### src/rtl/mips_prog_loader_pkg.sv
// Shared definitions for the mips program loader: FSM states, word framing
// constants and the header word-count legality check.
package mips_prog_loader_pkg;

  localparam int unsigned BYTES_PER_WORD = 4;

  typedef enum logic [2:0] {
    S_IDLE   = 3'd0,
    S_CNT_LO = 3'd1,
    S_DATA   = 3'd2,
    S_CKSUM  = 3'd3,
    S_ARM    = 3'd4,
    S_RUN    = 3'd5,
    S_DONE   = 3'd6,
    S_ERROR  = 3'd7
  } state_t;

  // A program must hold at least one word and fit in 2**addr_w words.
  function automatic logic count_ok(input logic [15:0] n, input int unsigned addr_w);
    return (n != 16'd0) && ({1'b0, n} <= (17'd1 << addr_w));
  endfunction

endpackage

### src/rtl/mips_prog_loader_if.sv
// Byte-stream valid/ready channel feeding the program loader.
interface mips_prog_loader_if;
  logic       s_valid;
  logic       s_ready;
  logic [7:0] s_data;

  modport master (output s_valid, output s_data, input s_ready);
  modport slave  (input s_valid, input s_data, output s_ready);
endinterface

### src/rtl/mips_prog_loader_b2w.sv
// Byte-to-word assembler: packs four stream bytes MSB first into a 32-bit
// word and flags the word on the fourth byte.
module byte_to_word_assembler
  import mips_prog_loader_pkg::*;
(
  input  logic        clk,
  input  logic        rst,
  input  logic        i_clear,
  input  logic        i_byte_valid,
  input  logic [7:0]  i_byte,
  output logic        o_word_valid,
  output logic [31:0] o_word
);

  logic [1:0]  r_cnt;
  logic [23:0] r_shift;

  // Byte position counter and shift register; clear discards any partial word.
  always_ff @(posedge clk or posedge rst) begin
    if (rst) begin
      r_cnt   <= '0;
      r_shift <= '0;
    end else if (i_clear) begin
      r_cnt   <= '0;
      r_shift <= '0;
    end else if (i_byte_valid) begin
      r_cnt   <= r_cnt + 2'd1;
      r_shift <= {r_shift[15:0], i_byte};
    end
  end

  assign o_word_valid = i_byte_valid && !i_clear && (r_cnt == 2'(BYTES_PER_WORD - 1));
  assign o_word       = {r_shift, i_byte};

endmodule

### src/rtl/mips_prog_loader.sv
// Program loader for the mips core: takes a 16-bit word count, then N
// big-endian words, writes them to memory from address 0, then releases
// the core and reports completion when it halts.
// Optional feature macro: LOADER_CKSUM_EN (trailing XOR checksum byte).
module mips_prog_loader
  import mips_prog_loader_pkg::*;
#(
  parameter int unsigned ADDR_W = 10,
  parameter int unsigned DATA_W = 32
) (
  input  logic                clk,
  input  logic                rst,
  mips_prog_loader_if.slave   s_if,
  input  logic                restart,
  output logic                mem_we,
  output logic [ADDR_W-1:0]   mem_addr,
  output logic [DATA_W-1:0]   mem_wdata,
  output logic                cpu_run,
  input  logic                cpu_halted,
  output logic                busy,
  output logic                done,
  output logic                error
);

  state_t      r_state, w_next;
  logic [15:0] r_n;
  logic [15:0] r_word_idx;
  logic [15:0] w_n_hdr;
  logic        w_accept;
  logic        w_last_word;
  logic        w_word_valid;
  logic [31:0] w_word;
`ifdef LOADER_CKSUM_EN
  logic [7:0]  r_xor;
`endif

  // restart outranks a same-cycle byte, so that byte is never accepted.
  assign w_accept    = s_if.s_valid && s_if.s_ready && !restart;
  assign w_n_hdr     = {r_n[15:8], s_if.s_data};
  assign w_last_word = (r_word_idx == r_n - 16'd1);

  byte_to_word_assembler u_b2w (
    .clk          (clk),
    .rst          (rst),
    .i_clear      (restart || (r_state == S_IDLE)),
    .i_byte_valid (w_accept && (r_state == S_DATA)),
    .i_byte       (s_if.s_data),
    .o_word_valid (w_word_valid),
    .o_word       (w_word)
  );

  // State register.
  always_ff @(posedge clk or posedge rst) begin
    if (rst) r_state <= S_IDLE;
    else     r_state <= w_next;
  end

  // Next-state logic.
  always_comb begin
    w_next = r_state;
    if (restart) begin
      w_next = S_IDLE;
    end else begin
      case (r_state)
        S_IDLE:   if (w_accept) w_next = S_CNT_LO;
        S_CNT_LO: if (w_accept) w_next = count_ok(w_n_hdr, ADDR_W) ? S_DATA : S_ERROR;
`ifdef LOADER_CKSUM_EN
        S_DATA:   if (w_word_valid && w_last_word) w_next = S_CKSUM;
        S_CKSUM:  if (w_accept) w_next = (r_xor == s_if.s_data) ? S_ARM : S_ERROR;
`else
        S_DATA:   if (w_word_valid && w_last_word) w_next = S_ARM;
`endif
        S_ARM:    w_next = S_RUN;
        S_RUN:    if (cpu_halted) w_next = S_DONE;
        S_DONE:   w_next = S_DONE;
        S_ERROR:  w_next = S_ERROR;
        default:  w_next = S_IDLE;
      endcase
    end
  end

  // State-decoded outputs.
  always_comb begin
    s_if.s_ready = (r_state == S_IDLE) || (r_state == S_CNT_LO) ||
                   (r_state == S_DATA) || (r_state == S_CKSUM);
    busy         = (r_state == S_CNT_LO) || (r_state == S_DATA) || (r_state == S_CKSUM) ||
                   (r_state == S_ARM) || (r_state == S_RUN);
    done         = (r_state == S_DONE);
    error        = (r_state == S_ERROR);
  end

  // Header, word index, memory port and core-release registers.
  // cpu_run follows the RUN state one cycle late so it rises two edges after
  // the final stream byte (the ARM cycle lets the last write retire first).
  always_ff @(posedge clk or posedge rst) begin
    if (rst) begin
      r_n        <= '0;
      r_word_idx <= '0;
      mem_we     <= 1'b0;
      mem_addr   <= '0;
      mem_wdata  <= '0;
      cpu_run    <= 1'b0;
    end else if (restart) begin
      r_n        <= '0;
      r_word_idx <= '0;
      mem_we     <= 1'b0;
      cpu_run    <= 1'b0;
    end else begin
      mem_we  <= w_word_valid;
      cpu_run <= (r_state == S_RUN) && !cpu_halted;
      if (w_accept && (r_state == S_IDLE))   r_n[15:8] <= s_if.s_data;
      if (w_accept && (r_state == S_CNT_LO)) r_n[7:0]  <= s_if.s_data;
      if (r_state == S_IDLE) begin
        r_word_idx <= '0;
      end else if (w_word_valid) begin
        mem_addr   <= r_word_idx[ADDR_W-1:0];
        mem_wdata  <= DATA_W'(w_word);
        r_word_idx <= r_word_idx + 16'd1;
      end
    end
  end

`ifdef LOADER_CKSUM_EN
  // Running XOR over payload bytes only; header bytes never reach DATA.
  always_ff @(posedge clk or posedge rst) begin
    if (rst)                                  r_xor <= '0;
    else if (restart || (r_state == S_IDLE))  r_xor <= '0;
    else if (w_accept && (r_state == S_DATA)) r_xor <= r_xor ^ s_if.s_data;
  end
`endif

endmodule

### src/flat_wrapper.sv
// flat-port wrapper written by rule: the top's interface ports become plain ports
module mips_prog_loader_flat import mips_prog_loader_pkg::*;
#(
  parameter int unsigned ADDR_W = 10,
  parameter int unsigned DATA_W = 32
)
  (clk, rst, restart, mem_we, mem_addr, mem_wdata, cpu_run, cpu_halted, busy, done, error, s_if_s_valid, s_if_s_data, s_if_s_ready);
  mips_prog_loader_if s_if_i ();
  input  logic clk;
  input  logic rst;
  input  logic restart;
  output logic mem_we;
  output logic [ADDR_W-1:0] mem_addr;
  output logic [DATA_W-1:0] mem_wdata;
  output logic cpu_run;
  input  logic cpu_halted;
  output logic busy;
  output logic done;
  output logic error;
  input wire logic [$bits(s_if_i.s_valid)-1:0] s_if_s_valid;
  input wire logic [$bits(s_if_i.s_data)-1:0] s_if_s_data;
  output wire logic [$bits(s_if_i.s_ready)-1:0] s_if_s_ready;
  assign s_if_i.s_valid = s_if_s_valid;
  assign s_if_i.s_data = s_if_s_data;
  assign s_if_s_ready = s_if_i.s_ready;
  mips_prog_loader #(.ADDR_W(ADDR_W), .DATA_W(DATA_W)) u_core (.clk(clk), .rst(rst), .s_if(s_if_i), .restart(restart), .mem_we(mem_we), .mem_addr(mem_addr), .mem_wdata(mem_wdata), .cpu_run(cpu_run), .cpu_halted(cpu_halted), .busy(busy), .done(done), .error(error));
endmodule
### config.mk
export PLATFORM = sky130hd
export DESIGN_NAME = mips_prog_loader_flat
export DESIGN_NICKNAME = d
export VERILOG_FILES = /design/src/rtl/mips_prog_loader_pkg.sv /design/src/rtl/mips_prog_loader_if.sv /design/src/rtl/mips_prog_loader_b2w.sv /design/src/rtl/mips_prog_loader.sv /design/src/flat_wrapper.sv
export SDC_FILE = /design/constraint.sdc
export NUM_CORES = 1
export LEC_CHECK = 0
export CAP_MARGIN = 20
export CORE_UTILIZATION = 50
export CTS_CLUSTER_DIAMETER = 150
export DETAILED_ROUTE_END_ITERATION = 8
export GPL_TIMING_DRIVEN = 0
export PLACE_DENSITY = 0.77
export SYNTH_ARGS = -nofsm -noshare
export SYNTH_HDL_FRONTEND = slang
export SYNTH_SLANG_ARGS = --single-unit
### constraint.sdc
create_clock -name clk -period 3.6 [get_ports clk]
set_input_delay 1.08 -clock clk [delete_from_list [all_inputs] [get_ports clk]]
set_output_delay 1.08 -clock clk [all_outputs]
set_load 0.01 [all_outputs]
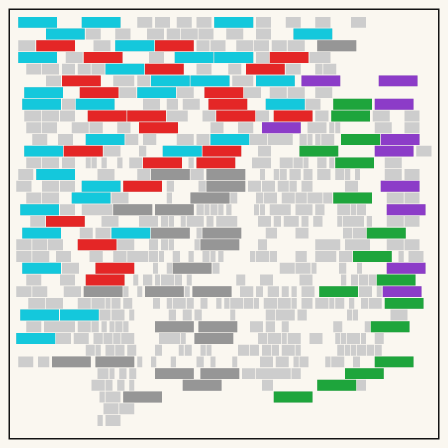
flops_by_reg.png
Key: `u_core.mem_addr` = purple [sequential cells 10]; `u_core.mem_wdata` = cyan [sequential cells 32]; `u_core.r_word_idx` = green [sequential cells 16]; `u_core.u_b2w.r_shift` = red [sequential cells 24]
Another 23 sequential cells are not colored.

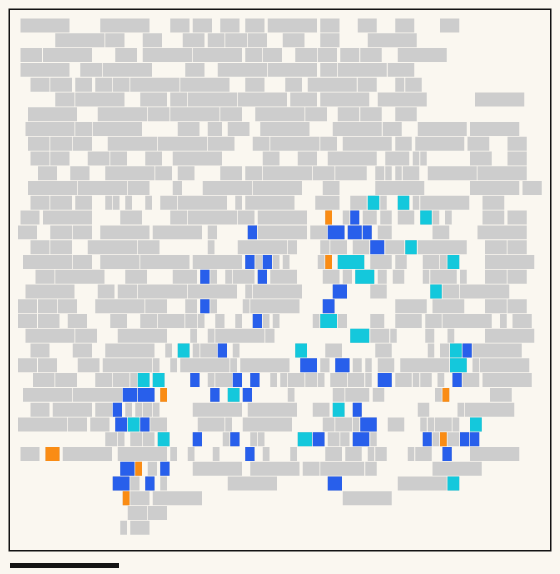
logic_types.png
Scale bar: 20 um.
Key: aoi and oai cells = blue [cells 46, most used o21ai_0]; and/or cells = cyan [cells 23, most used and3_1]; inv cells = orange [cells 8, most used inv_1]

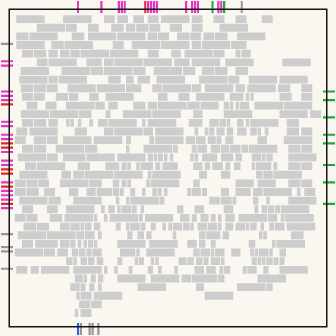
io_placement.png
Pins as bars across the die edge, other pins in gray.
Key: `mem_wdata` = magenta [pins 32, direction output, edge 17 west, 15 north]; `mem_addr` = green [pins 10, direction output, edge 8 east, 2 north]; `restart` = blue [pins 1, direction input, edge south]; `s_if_s_data` = red [pins 8, direction input, edge 7 west, 1 north]
All pins by edge: 29 west, 19 north, 8 east, 5 south.

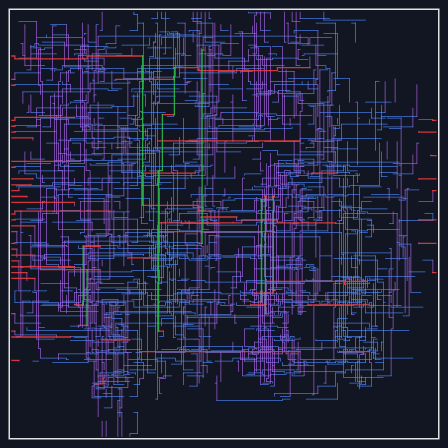
wires.png
Key: metal 3 = red [wire length 530 um]; metal 1 = blue [wire length 4,610 um]; metal 2 = purple [wire length 4,880 um]; metal 4 = green [wire length 241 um]

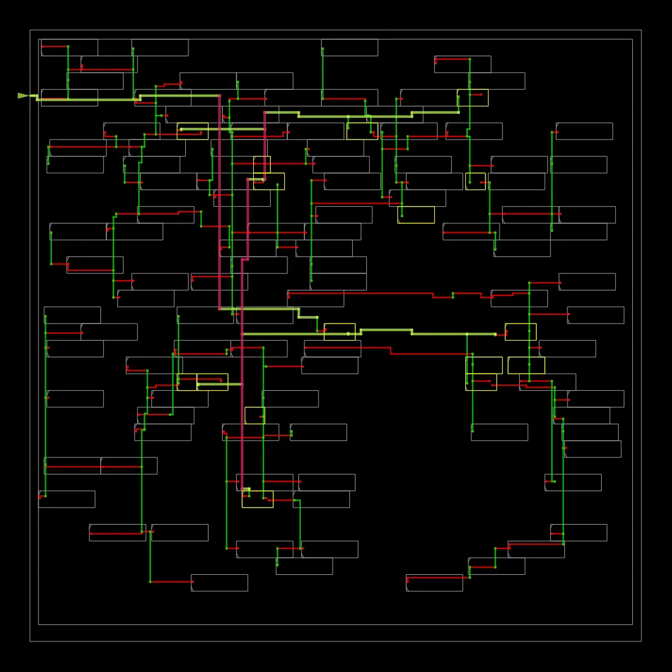
clocks.png
clock latency reported for the late side of the worst-skew pair: 0.38 ns
total number of sequential cells: 105
clock buf count: 9
power drawn by the clock network: 751 uW
worst-case clock skew: 0.00948 ns

==> flow.log <==
[flow] summary of implementation run
[metrics] top logic cell by instance count in the layout: dfrtp_1
[metrics] CP delay by family, top: simple AND/OR/NAND/NOR gates
[metrics] fraction of the mapped netlist area in simple logic gates: 13.3%
[metrics] Final setup violation count: 0
[metrics] grt total ovfl: 0
[metrics] Clock Sinks: ~110
[metrics] Final GP Congestion: 0.815
[metrics] r2r worst-path depth: 7
[metrics] Synth-to-Final Area Change: 20.7%
[metrics] global-route wire length before repair: approximately 17,000 um
[metrics] adder-cell share of the synthesized area: less than 1%
[metrics] leakage power: around 0.0026 uW
[metrics] placed cell count: around 590
[metrics] most instantiated flip-flop cell in the synthesis netlist: dfrtp_1
[metrics] CP arrival: ~3.6 ns
[metrics] post-layout power: roughly 2500 uW
[metrics] Finished Core Util: between 60% and 70%
[metrics] final critical-path share of the clock period: between 90% and 100%
[metrics] final slew viol count: 0
[metrics] total nets after synthesis: ~430
[metrics] Critical-path top delay cell: clkdlybuf4s50_1
[metrics] Comb power frac: between 10% and 20%
[metrics] sequential cell area fraction in the yosys report: 55.4%
[metrics] area post-placement: between 0.005 and 0.006 mm^2
[metrics] total combinational power: 489 uW
[metrics] total setup buffers inserted after CTS: 0
[metrics] result of the run: finished, final reports clean
[metrics] power group with the highest consumption: sequential cells
[metrics] net switching component of the power: approximately 810 uW
[metrics] worst max-slew margin expressed relative to the limit: between 40% and 50%
[metrics] delay contributed by the slowest stage of the critical path: around 0.56 ns
[metrics] synthesized-area fraction occupied by xor and xnor cells: between 5 and 6%
[metrics] DRT iter0 DRCs: about 110
[metrics] startpoint of the worst-slack reg-to-reg timing path: u_core.r_n[0]
[metrics] Register-to-Register Setup Slack: roughly 0.86 ns
[metrics] Synthesis Warnings: 0
[metrics] ports placed on the boundary: just over 60
[metrics] critical-path cell list: clkdlybuf4s50_1 -> nor4b_1 -> and3_1 -> clkbuf_1 -> o211ai_1 -> or4b_1 -> nor4_2 -> o21bai_1
[metrics] area of all placed cells without fillers: around 0.0057 mm^2
[metrics] post-synthesis cell count: 413
[metrics] highest routed layer: met4
[metrics] unrepaired setup endpoints after global routing: false
[metrics] via count of the first global-routing pass: 3,430
[metrics] IR drop worst, VDD: ~230 uV
[metrics] crit path capture type: flip-flop
[metrics] initial antenna violation count: 0
[metrics] number of resized instances in the post-cts repair step: 0
[metrics] Antenna Violating Nets Remaining: 0
[metrics] Int Power: 1690 uW
[metrics] cell type contributing the most total cell area after synthesis: dfrtp_1
[metrics] final hold vios: 0
[metrics] count of state elements after synthesis: approximately 110
[metrics] ys cells: between 400 and 500
[metrics] synthesized-area fraction occupied by ao, oa, aoi and oai cells: between 10% and 20%
[metrics] Port Buffer Count: 59
[metrics] terminating pin of the worst hold path: u_core.u_b2w.r_shift[21]
[metrics] area of the mapped netlist: roughly 0.0047 mm^2
[metrics] total DRC errors in the routed layout: 0
[metrics] Non-Filler Instances: 601
[metrics] number of gates on the worst path with buffers counted: 8
[metrics] post-synth cell types: roughly 54
[metrics] Hold Crit Class: reg -> reg
[metrics] Pre-Place Util: around half
[metrics] Die H: about 100 um
[metrics] Worst setup SP type: input pin
[metrics] antenna fix cells: 0
[metrics] Pwr per Cell Area: around 440 mW/mm^2
[metrics] nets@finish: roughly 500
[metrics] worst slew pin tran: 0.854 ns
[metrics] Flop pwr share: between 50% and 60%
[metrics] number of flops mapped to enable cells by yosys: 0
[metrics] average wire per cell in the routed design: roughly 17 um
[metrics] ys async rst share: 100%
[metrics] number of buffers on the longest clock path: 2
[metrics] final worst slack: about 0.29 ns
[metrics] top cells by area: dfrtp_1 (55%), mux2_2 (10%), a22o_1 (4.6%), xor2_1 (3.7%), nand2_1 (2.8%)
[metrics] dominant combinational cell family by area after synthesis: simple AND/OR/NAND/NOR gates
[metrics] largest fanout on the critical path: 5
[metrics] most instantiated library cell after synthesis: dfrtp_1
[metrics] Hold-fix buffers, CTS: 0
[metrics] commonest cells after routing, fill and taps aside: dfrtp_1 (105), clkdlybuf4s50_1 (59), mux2_2 (43)
[metrics] list of most frequent post-synthesis cells: dfrtp_1 (105), mux2_2 (43), nand2_1 (35), nor2_1 (27), a22o_1 (25)
[metrics] CP endpoint: u_core.r_state[2]
[metrics] number of max-cap violations: 0
[metrics] CTS Buf Count: 9
[metrics] worst flop-to-flop path endpoint: u_core.r_state[2]
[metrics] Metal-1 WL: 4610 um
[metrics] worst slack at placement: -0.183 ns
[metrics] placeable core region: around 0.0092 mm^2
[metrics] total length of routed met3 wires: about 530 um
[metrics] critical path startpoint: s_if_s_valid
[metrics] TritonCTS clock tree: done
[metrics] count of TritonRoute iterations in the first routing pass: 4
[metrics] proportion of total power due to net switching: 32.5%
[metrics] minimum clock period: ~3.3 ns
[metrics] dpl hpwl: about 7500 um
[cell type report]
type / count / area (um^2)
timing repair buffer: 61 / 631
clock inverter: 7 / 82.6
buffer: 25 / 109
sequential: 105 / 2630
inverter: 8 / 33.8
fill: 739 / 3470
tap: 111 / 139
multi-input combinational: 275 / 1980
clock buffer: 9 / 124
[flip-flops by register name, summed over array words and instances (netlist names)]
signal                flops
u_core.mem_addr          10
u_core.u_b2w.r_cnt        2
u_core.mem_we             1
u_core.r_word_idx        16
u_core.cpu_run            1
u_core.r_state            3
u_core.mem_wdata         32
u_core.r_n               16
u_core.u_b2w.r_shift     24
[metal layers]
metal  track usage [%]  vias to the layer above
met5                 0                        -
met4              7.69                        0
met3              5.41                       21
met2              35.8                       88
met1              30.2                     1748
li1                  -                     1616
Power is estimated from default activity; no workload was simulated.
